==> src/rtl/trng_byte_packer.sv <==
// trng_byte_packer: samples the ring-oscillator bit, debiases it with a von Neumann
// extractor, packs the bits MSB-first into bytes and offers them on a valid/ready port.
// Optional repetition-count health test is compiled in with `define TRNG_HEALTH_EN.
module trng_byte_packer #(
    parameter int unsigned SAMPLE_DIV = 4,
    parameter int unsigned REP_LIMIT  = 32
) (
    input  logic       clk,
    input  logic       rst,
    input  logic       en,
    input  logic       raw_in,
    output logic [7:0] tx_data,
    output logic       tx_valid,
    input  logic       tx_ready,
    output logic       overrun,
    output logic       health_fail
);

    localparam int unsigned DIV_W = $clog2(SAMPLE_DIV + 1);
    localparam logic [DIV_W-1:0] DIV_LAST = DIV_W'(SAMPLE_DIV - 1);

    typedef enum logic {
        ST_FIRST  = 1'b0,
        ST_SECOND = 1'b1
    } vn_state_t;

    // Elaboration-time guard against illegal parameter values
    if (SAMPLE_DIV < 1 || REP_LIMIT < 2) begin : g_param_check
        $error("trng_byte_packer: SAMPLE_DIV must be >=1 and REP_LIMIT >=2");
    end

    logic             sync1;
    logic             s_bit;
    logic [DIV_W-1:0] div_cnt;
    logic             strobe_c;
    vn_state_t        state;
    vn_state_t        state_next;
    logic             b0;
    logic             b0_next;
    logic             emit_c;
    logic             byte_done_c;
    logic             gate_c;
    logic [7:0]       shreg;
    logic [2:0]       bit_cnt;

    // Two-flop synchroniser for the asynchronous oscillator output
    always_ff @(posedge clk) begin
        if (rst) begin
            sync1 <= 1'b0;
            s_bit <= 1'b0;
        end else begin
            sync1 <= raw_in;
            s_bit <= sync1;
        end
    end

    // Sample-rate divider; held at zero while sampling is disabled
    always_ff @(posedge clk) begin
        if (rst || !en || div_cnt == DIV_LAST) begin
            div_cnt <= '0;
        end else begin
            div_cnt <= div_cnt + DIV_W'(1);
        end
    end

    assign strobe_c = en && (div_cnt == DIV_LAST);

`ifdef TRNG_HEALTH_EN
    localparam int unsigned REP_W = $clog2(REP_LIMIT + 1);
    localparam logic [REP_W-1:0] REP_MAX = REP_W'(REP_LIMIT);

    logic [REP_W-1:0] rep_cnt;
    logic [REP_W-1:0] rep_next;
    logic             rep_prev;

    // Run length of identical samples; a count of zero means no sample seen yet
    always_comb begin
        rep_next = rep_cnt;
        if (strobe_c) begin
            if (rep_cnt == '0 || s_bit != rep_prev) begin
                rep_next = REP_W'(1);
            end else if (rep_cnt != REP_MAX) begin
                rep_next = rep_cnt + REP_W'(1);
            end
        end
    end

    // Repetition counter state and sticky failure flag
    always_ff @(posedge clk) begin
        if (rst) begin
            rep_cnt     <= '0;
            rep_prev    <= 1'b0;
            health_fail <= 1'b0;
        end else begin
            rep_cnt <= rep_next;
            if (strobe_c) begin
                rep_prev <= s_bit;
            end
            if (rep_next == REP_MAX) begin
                health_fail <= 1'b1;
            end
        end
    end

    assign gate_c = health_fail;
`else
    assign health_fail = 1'b0;
    assign gate_c      = 1'b0;
`endif

    // Extractor state register
    always_ff @(posedge clk) begin
        if (rst) begin
            state <= ST_FIRST;
            b0    <= 1'b0;
        end else begin
            state <= state_next;
            b0    <= b0_next;
        end
    end

    // Extractor next state: latch first sample, emit it on an unequal second sample
    always_comb begin
        state_next = state;
        b0_next    = b0;
        emit_c     = 1'b0;
        if (!en) begin
            state_next = ST_FIRST;
        end else if (strobe_c) begin
            case (state)
                ST_FIRST: begin
                    b0_next    = s_bit;
                    state_next = ST_SECOND;
                end
                ST_SECOND: begin
                    emit_c     = (b0 != s_bit) && !gate_c;
                    state_next = ST_FIRST;
                end
                default: state_next = ST_FIRST;
            endcase
        end
    end

    assign byte_done_c = emit_c && (bit_cnt == 3'd7);

    // Bit packer: first emitted bit ends up as the MSB
    always_ff @(posedge clk) begin
        if (rst) begin
            shreg   <= 8'h00;
            bit_cnt <= 3'd0;
        end else if (emit_c) begin
            shreg   <= {shreg[6:0], b0};
            bit_cnt <= bit_cnt + 3'd1;
        end
    end

    // Output holding register with valid/ready handshake and overrun pulse
    always_ff @(posedge clk) begin
        if (rst) begin
            tx_data  <= 8'h00;
            tx_valid <= 1'b0;
            overrun  <= 1'b0;
        end else begin
            overrun <= 1'b0;
            if (byte_done_c) begin
                if (!tx_valid || tx_ready) begin
                    tx_data  <= {shreg[6:0], b0};
                    tx_valid <= 1'b1;
                end else begin
                    overrun <= 1'b1;
                end
            end else if (tx_valid && tx_ready) begin
                tx_valid <= 1'b0;
            end
        end
    end

endmodule
==> config.mk <==
export PLATFORM = sky130hd
export DESIGN_NAME = trng_byte_packer
export DESIGN_NICKNAME = d
export VERILOG_FILES = /design/src/rtl/trng_byte_packer.sv
export SDC_FILE = /design/constraint.sdc
export NUM_CORES = 1
export LEC_CHECK = 0
export ABC_AREA = 1
export ABC_CLOCK_PERIOD_IN_PS = 2500
export CAP_MARGIN = 10
export CORE_MARGIN = 3
export CORE_UTILIZATION = 30
export CTS_CLUSTER_DIAMETER = 80
export DETAILED_ROUTE_END_ITERATION = 12
export SYNTH_ARGS = -nofsm -noshare
export SYNTH_HDL_FRONTEND = slang
export SYNTH_SLANG_ARGS = --single-unit
==> constraint.sdc <==
create_clock -name clk -period 2.5 [get_ports clk]
set_clock_uncertainty 0.15 [all_clocks]
set_input_delay 0.375 -clock clk [delete_from_list [all_inputs] [get_ports clk]]
set_output_delay 0.375 -clock clk [all_outputs]
set_load 0.01 [all_outputs]
==> impl_metrics.tcl <==
# metrics dict for downstream scripts
set metrics [dict create \
    outcome "finished clean" \
    vias_in_the_first_global_route 771 \
    nWellTaps 46 \
    critical_path.cell_chain "ha_1, ha_1, nand2_2, nor2_4, nand2_1, inv_2, nand3_1, o21ai_0" \
    setup_violations 0 \
    cp-end-kind "flip-flop" \
    worstReg2RegStart "div_cnt[0]" \
    clk_share_pct 2.09 \
    worst-path-stages 8 \
    number_of_distinct_library_cells_after_synthesis 21 \
    postSynth.topFlopCell "dfxtp_1" \
    accumulated_negative_setup_slack_ns 0 \
    switching_power_mw 0.136 \
    grt_antenna_before_repair 0 \
    log.warning_count 26 \
    synth.top_cell.area_share_pct 50.3 \
    seqAreaFraction_pct 42.9 \
    fp_nets 147 \
    rsz_0062_raised_after_global_routing "no" \
    hold_path.startpoint "sync1" \
    cts.htree.levels 1 \
    clk_latency_ns 0.32 \
    max_cap_viol_count 0 \
    largestClassByArea "registers" \
    io_buffers 14 \
    worstHoldEndpoint "s_bit" \
    synth.cellmix.compoundShare_pct 6.75 \
    gpl.final_weighted_congestion 0.708 \
    clock_tree_root_driver_cell "clkbuf_4" \
    route.met3.wl_um 129 \
    timing.critical_path.arrival_ns 1.96 \
    power.group.top "sequential cells" \
    fmaxAchievable_mhz 539 \
    path_buffers 1 \
    power_leakage_nw 0.565 \
    length_of_the_first_detailed_routing_pass_in_iterations 4 \
    final-instance-count-excl-fill 198 \
    met2_length_um 775 \
    comb_area_um2 427 \
    worst_setup_path_type "reg2reg" \
]
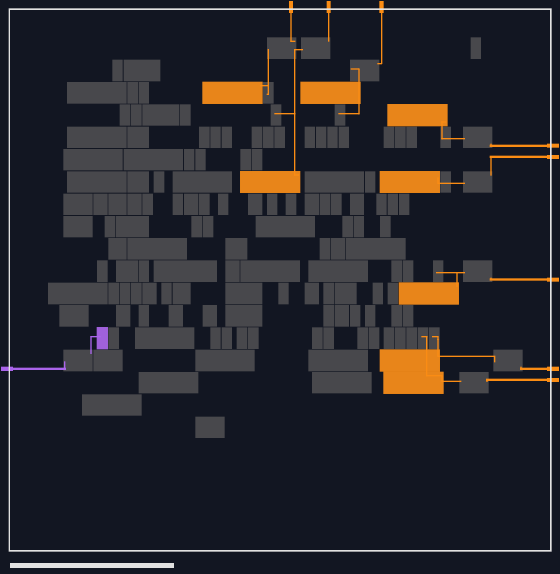
Fig. 1. Wires at chosen ports, followed through buffers.
Bar = 20 um.
tx_data -> orange  # bits 8, direction output, edge 5 right, 3 top, end cells 8, buffers 8, wire 118 um
tx_ready -> purple  # bits 1, direction input, edge left, end cells 1, buffers 1, wire 10.2 um

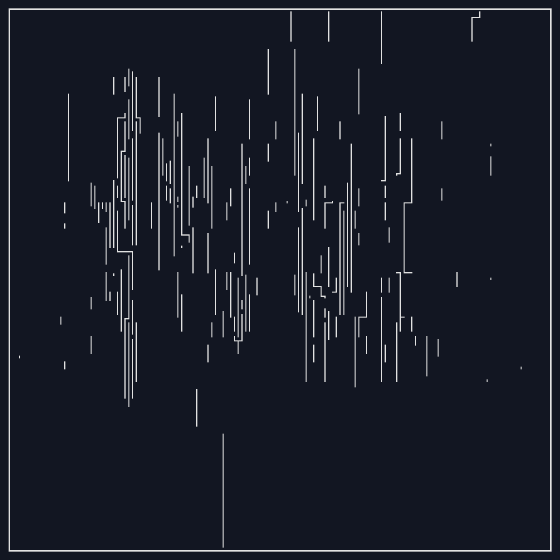
Fig. 2. Signal wires on met2.
share of all routed wire = 46%
longest straight run = 19.7 um
nets with wire on the layer = 116
wire length on this layer = 775 um

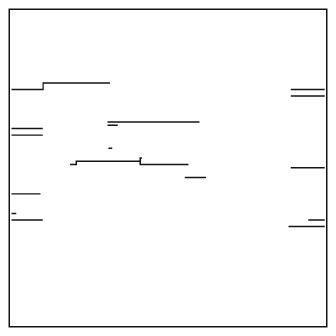
Fig. 3. M3 wires.
share of all routed wire = 7.6%
longest straight run = 18.9 um
nets with wire on the layer = 15

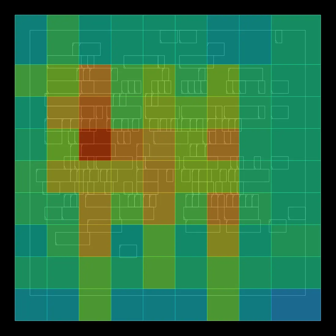
Fig. 4. Track usage over the die.
GR met3 Demand/Resource: 3.57%
most used routing layer: met2
met1 usage: 10.5%
GR Util All Layers: 8.90%

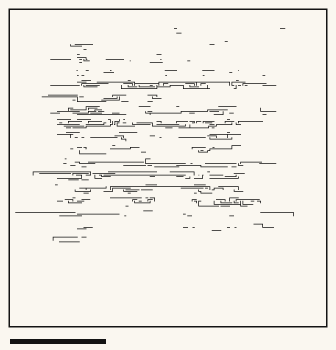
Fig. 5. M1 wires.
Bar = 20 um.
nets with wire on the layer = 141
wire length on this layer = 785 um
longest straight run = 20.7 um
number of vias in the routed layout: 811
post-detailed-routing wire length: 1700 um

